$ cat src/rtl/hack_cpu_mc.sv
// Multi-cycle Hack CPU: FETCH/EXEC sequencing with handshaked instruction ROM and data memory,
// parametrised widths, and halt detection on a jump-to-self with no destination.
module hack_cpu_mc #(
  parameter int DATA_W = 16,
  parameter int ADDR_W = 15,
  parameter int PC_W   = 15
) (
  input  logic              clk,
  input  logic              reset,
  input  logic [DATA_W-1:0] instruction,
  input  logic              instr_valid,
  output logic              instr_req,
  output logic [PC_W-1:0]   pc,
  input  logic [DATA_W-1:0] inM,
  input  logic              inM_valid,
  output logic              readM,
  output logic [DATA_W-1:0] outM,
  output logic              writeM,
  input  logic              mem_ready,
  output logic [ADDR_W-1:0] addressM,
  output logic              retire,
  output logic              halted
);
  typedef enum logic [1:0] {FETCH, EXEC, HALT} state_t;

  state_t            state, state_nxt;
  logic [DATA_W-1:0] a_q, d_q, ir_q;
  logic [DATA_W-1:0] a_nxt, d_nxt, ir_nxt;
  logic [PC_W-1:0]   pc_nxt, pc_inc;

  logic is_c, sel_m, zx, nx, zy, ny, fn, no;
  logic dst_a, dst_d, dst_m, j_lt, j_eq, j_gt;

  assign is_c  = ir_q[DATA_W-1];
  assign sel_m = ir_q[12];
  assign zx    = ir_q[11];
  assign nx    = ir_q[10];
  assign zy    = ir_q[9];
  assign ny    = ir_q[8];
  assign fn    = ir_q[7];
  assign no    = ir_q[6];
  assign dst_a = ir_q[5];
  assign dst_d = ir_q[4];
  assign dst_m = ir_q[3];
  assign j_lt  = ir_q[2];
  assign j_eq  = ir_q[1];
  assign j_gt  = ir_q[0];

  logic [DATA_W-1:0] x0, x1, y0, y1, f_out, alu_out;
  logic zr, ng, jump, rd_ok, done, self_loop;

  always_comb begin
    x0      = zx ? '0 : d_q;
    x1      = nx ? ~x0 : x0;
    y0      = zy ? '0 : (sel_m ? inM : a_q);
    y1      = ny ? ~y0 : y0;
    f_out   = fn ? (x1 + y1) : (x1 & y1);
    alu_out = no ? ~f_out : f_out;
  end

  assign zr        = (alu_out == '0);
  assign ng        = alu_out[DATA_W-1];
  assign jump      = (j_lt & ng) | (j_eq & zr) | (j_gt & ~zr & ~ng);
  assign rd_ok     = ~sel_m | inM_valid;
  assign done      = rd_ok & (~dst_m | mem_ready);
  // Jump target equals this instruction's own address and nothing is written: a halt idiom.
  assign self_loop = jump & (a_q[PC_W-1:0] == pc) & ~dst_a & ~dst_d & ~dst_m;
  assign pc_inc    = pc + PC_W'(1);

  assign outM     = alu_out;
  assign addressM = a_q[ADDR_W-1:0];

  always_comb begin
    state_nxt = state;
    pc_nxt    = pc;
    a_nxt     = a_q;
    d_nxt     = d_q;
    ir_nxt    = ir_q;
    instr_req = 1'b0;
    readM     = 1'b0;
    writeM    = 1'b0;
    retire    = 1'b0;
    halted    = 1'b0;
    unique case (state)
      FETCH: begin
        instr_req = 1'b1;
        if (instr_valid) begin
          ir_nxt    = instruction;
          state_nxt = EXEC;
        end
      end
      EXEC: begin
        if (!is_c) begin
          a_nxt     = ir_q;
          pc_nxt    = pc_inc;
          retire    = 1'b1;
          state_nxt = FETCH;
        end else begin
          readM  = sel_m;
          writeM = dst_m & rd_ok;
          if (done) begin
            if (dst_a) a_nxt = alu_out;
            if (dst_d) d_nxt = alu_out;
            pc_nxt    = jump ? a_q[PC_W-1:0] : pc_inc;
            retire    = 1'b1;
            state_nxt = self_loop ? HALT : FETCH;
          end
        end
      end
      HALT:    halted = 1'b1;
      default: state_nxt = FETCH;
    endcase
    if (reset) begin
      readM  = 1'b0;
      writeM = 1'b0;
      retire = 1'b0;
      halted = 1'b0;
    end
  end

  always_ff @(posedge clk) begin
    if (reset) begin
      state <= FETCH;
      pc    <= '0;
      a_q   <= '0;
      d_q   <= '0;
      ir_q  <= '0;
    end else begin
      state <= state_nxt;
      pc    <= pc_nxt;
      a_q   <= a_nxt;
      d_q   <= d_nxt;
      ir_q  <= ir_nxt;
    end
  end
endmodule
$ cat config.mk
export PLATFORM = sky130hd
export DESIGN_NAME = hack_cpu_mc
export DESIGN_NICKNAME = d
export VERILOG_FILES = /design/src/rtl/hack_cpu_mc.sv
export SDC_FILE = /design/constraint.sdc
export NUM_CORES = 1
export LEC_CHECK = 0
export CORE_ASPECT_RATIO = 1.2
export CORE_UTILIZATION = 45
export CTS_CLUSTER_SIZE = 14
export DETAILED_ROUTE_END_ITERATION = 16
export HOLD_SLACK_MARGIN = 0.03
export PLACE_DENSITY_LB_ADDON = 0.1
export RECOVER_POWER = 50
export SLEW_MARGIN = 15
export SYNTH_ARGS = -nofsm -noshare
export SYNTH_HDL_FRONTEND = slang
export SYNTH_SLANG_ARGS = --single-unit
$ cat constraint.sdc
create_clock -name clk -period 9.4 [get_ports clk]
set_input_delay 1.41 -clock clk [delete_from_list [all_inputs] [get_ports clk]]
set_output_delay 1.41 -clock clk [all_outputs]
set_load 0.01 [all_outputs]
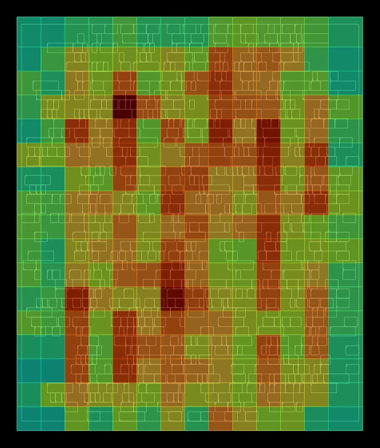
(routing congestion)
global routing's busiest layer: met2
GR Util met1: 31.9%
routing usage on met3: 3.81%
met2 track demand over resource in global routing: 44.4%

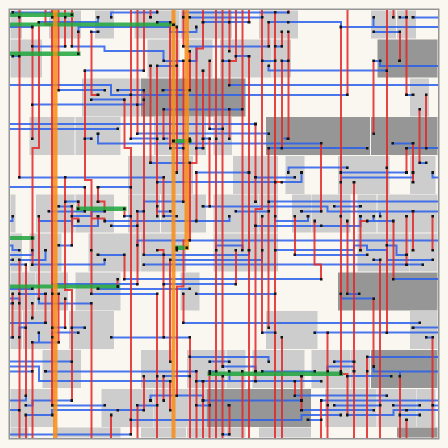
(a small window of the routed layout)
Window x 35 to 65, y 21 to 51 um. Cells in gray, sequential cells in the stronger gray; small squares are vias.
Key: orange = met4; blue = met1; green = met3; red = met2
Netlist names of flops here include a_q (6), d_q (1). Most frequent: mux2i_1 (11), nor2_1 (10), dfxtp_1 (7). 68 logic cells have their middle in the window. Sequential cells in the window: 7.

==> flow_results.xml <==
<?xml version="1.0" encoding="UTF-8"?>
<metrics>
  <group name="clock_network">
    <metric name="clock_sinks" unit="">65</metric>
    <metric name="cts_tree" unit="">done</metric>
    <metric name="ctsLongestPathBuffers" unit="">2</metric>
    <metric name="cts_resized" unit="">0</metric>
    <metric name="worst_skew_pair.late_latency" unit="ps">340</metric>
  </group>
  <group name="place">
    <metric name="dp_hpwl" unit="um">10600</metric>
  </group>
  <group name="global_routing">
    <metric name="grt_pass1_vias" unit="">4626</metric>
    <metric name="grt_pass1_wl" unit="um">23800</metric>
    <metric name="globalRouteOverflowTotal" unit="">0</metric>
  </group>
  <group name="worst_hold_path">
    <metric name="min-delay-path-class" unit="">reg2reg</metric>
    <metric name="hold-path-cell-count" unit="">2</metric>
  </group>
  <group name="worst_setup_path">
    <metric name="slowest_stage" unit="">sky130_fd_sc_hd__clkdlybuf4s50_1</metric>
    <metric name="required_arrival_time_at_the_worst_endpoint" unit="ps">7990</metric>
    <metric name="worstPathArrival" unit="ps">5310</metric>
    <metric name="r2r-end" unit="">pc[1]</metric>
  </group>
  <group name="timing">
    <metric name="achievable-frequency" unit="GHz">0.149</metric>
    <metric name="number_of_failing_hold_endpoints_at_the_final_stage" unit="">0</metric>
    <metric name="worst-slew-pin-transition" unit="ps">1070</metric>
    <metric name="setup_viol" unit="">0</metric>
    <metric name="final.min_clock_period" unit="ps">6720</metric>
  </group>
  <group name="power">
    <metric name="power_density_of_the_placed_cells" unit="nW/um^2">152</metric>
    <metric name="netSwitchingFraction" unit="%">29.3</metric>
    <metric name="leakage" unit="nW">2.41</metric>
    <metric name="pwr-share-clk" unit="%">44.2</metric>
  </group>
  <group name="yosys">
    <metric name="syn_area_per_cell" unit="sq um">7.68</metric>
    <metric name="synth.cell_area" unit="sq um">5140</metric>
    <metric name="ys_cells" unit="">669</metric>
  </group>
  <group name="layout">
    <metric name="finish.cell_count_without_fillers" unit="">871</metric>
  </group>
  <group name="floorplan">
    <metric name="placeableCoreArea" unit="sq um">11100</metric>
    <metric name="fp_util" unit="%">46.3</metric>
    <metric name="die-width" unit="um">99.5</metric>
    <metric name="floorplan.rows" unit="">42</metric>
  </group>
  <group name="detailed_routing">
    <metric name="routed-via-count" unit="">4856</metric>
    <metric name="drt_first_pass_iters" unit="">5</metric>
    <metric name="drcViolationCount" unit="">0</metric>
  </group>
  <group name="status">
    <metric name="run_status" unit="">completed</metric>
  </group>
</metrics>
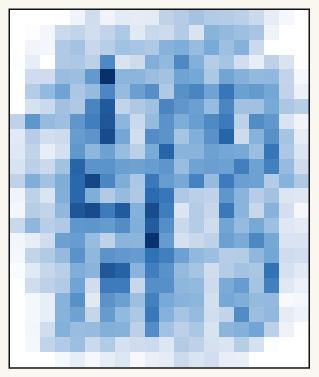
(routed metal per tile)
Drawn at 3 px/um. 20 x 24 tiles, from white (low) to dark blue (high), scaled to the fullest tile. Values are wire area over tile area, all layers added.
The fullest tile reaches 0.54. The mean over all tiles is 0.20. The densest ninth of the die: center.
final routed wirelength across all metal layers: 14800 um
global-route usage over all layers: 25.6%
routed length per placed instance: 16.9 um

==> power by group through the flow <==
stage	Sequential (W)	Combinational, W	Clock [W]
after global routing	0.000310	0.000246	0.000440
final	0.000308	0.000226	0.000423
after CTS	0.000309	0.000229	0.000429
after floorplan	0.000301	0.000160	0
after global placement	0.000315	0.000225	0
after detailed placement	0.000315	0.000228	0
==> worst max-delay path by stage <==
| stage | slack (ps) | to | startpoint | cells past startpoint |
|---|---|---|---|---|
| CTS | 2800 | outM[15] | inM[4] | 13 |
| global placement | 2850 | outM[14] | inM[0] | 15 |
| global route | 2440 | outM[14] | inM[0] | 15 |
| finish | 2680 | outM[14] | inM[0] | 15 |
| floorplan | 4110 | pc[2] | inM[0] | 18 |
| detailed placement | 2810 | outM[15] | inM[3] | 13 |
==> state kept, by name, indices dropped and copies added (netlist names) <==
signal	flops
a_q	16
d_q	16
ir_q	16
pc	15
state	2
==> cell usage after synthesis, types with 12 or more instances <==
cell type | count | area share [%]
sky130_fd_sc_hd__and3_1 | 15 | 1.8
sky130_fd_sc_hd__a21oi_1 | 42 | 4.1
sky130_fd_sc_hd__xor2_1 | 25 | 4.3
sky130_fd_sc_hd__ha_1 | 17 | 4.1
sky130_fd_sc_hd__nand2_1 | 98 | 7.2
sky130_fd_sc_hd__clkbuf_1 | 30 | 2.2
sky130_fd_sc_hd__nand2b_1 | 21 | 2.6
sky130_fd_sc_hd__xnor2_1 | 39 | 6.6
sky130_fd_sc_hd__nor2_1 | 53 | 3.9
sky130_fd_sc_hd__dfxtp_1 | 65 | 25
sky130_fd_sc_hd__mux2i_1 | 32 | 6.2
sky130_fd_sc_hd__inv_1 | 12 | 0.88
sky130_fd_sc_hd__a2bb2oi_1 | 13 | 2.2
sky130_fd_sc_hd__nand3_1 | 17 | 1.7
sky130_fd_sc_hd__a31oi_1 | 20 | 2.4
sky130_fd_sc_hd__a211oi_1 | 16 | 2.3
sky130_fd_sc_hd__buf_4 | 20 | 2.9
==> routing by layer <==
metal | up-vias | GRT usage [%] | part of all wire [%]
li1 | 2435 | - | -
met1 | 2289 | 31.9 | 43
met2 | 116 | 44.4 | 50
met3 | 16 | 3.81 | 4.6
met5 | - | 0 | 0
met4 | 0 | 8.92 | 1.7
==> metrics by stage <==
| stage | util, % | worst slack (ps) | area [sq um] |
|---|---|---|---|
| finish | 56.7 | 2680 | 6290 |
| global route | 56.7 | 2440 | 6290 |
| CTS | 56.8 | 2800 | 6290 |
| detailed placement | 53.5 | 2810 | 5930 |
| global placement | 53.5 | 2850 | 5930 |
| floorplan | - | 4110 | 5140 |
==> cell type report <==
cell class	count	area [sq um]
Clock inverter	7	141
Inverter	13	48.8
Clock buffer	9	225
Multi-Input combinational cell	529	3460
Tap cell	154	193
Fill cell	1025	4800
Timing Repair Buffer	94	918
Sequential cell	65	1300
==> tightest hold or removal path, delay by kind of cell, from the launching register on <==
family	cells	cell delay [ps]
AND-OR/OR-AND	1	50
flip-flops	1	310
AND/OR/NAND/NOR	1	50
==> cell families after synthesis <==
group	Yosys count	synth area share (%)
mux	32	6.23
compound gates	139	18.6
xor+xnor	65	11.2
fa+ha+maj	18	4.53
buf+inv	75	7.18
simple gates	275	26.9
flops	65	25.3
Power and IR drop assume default switching activity.
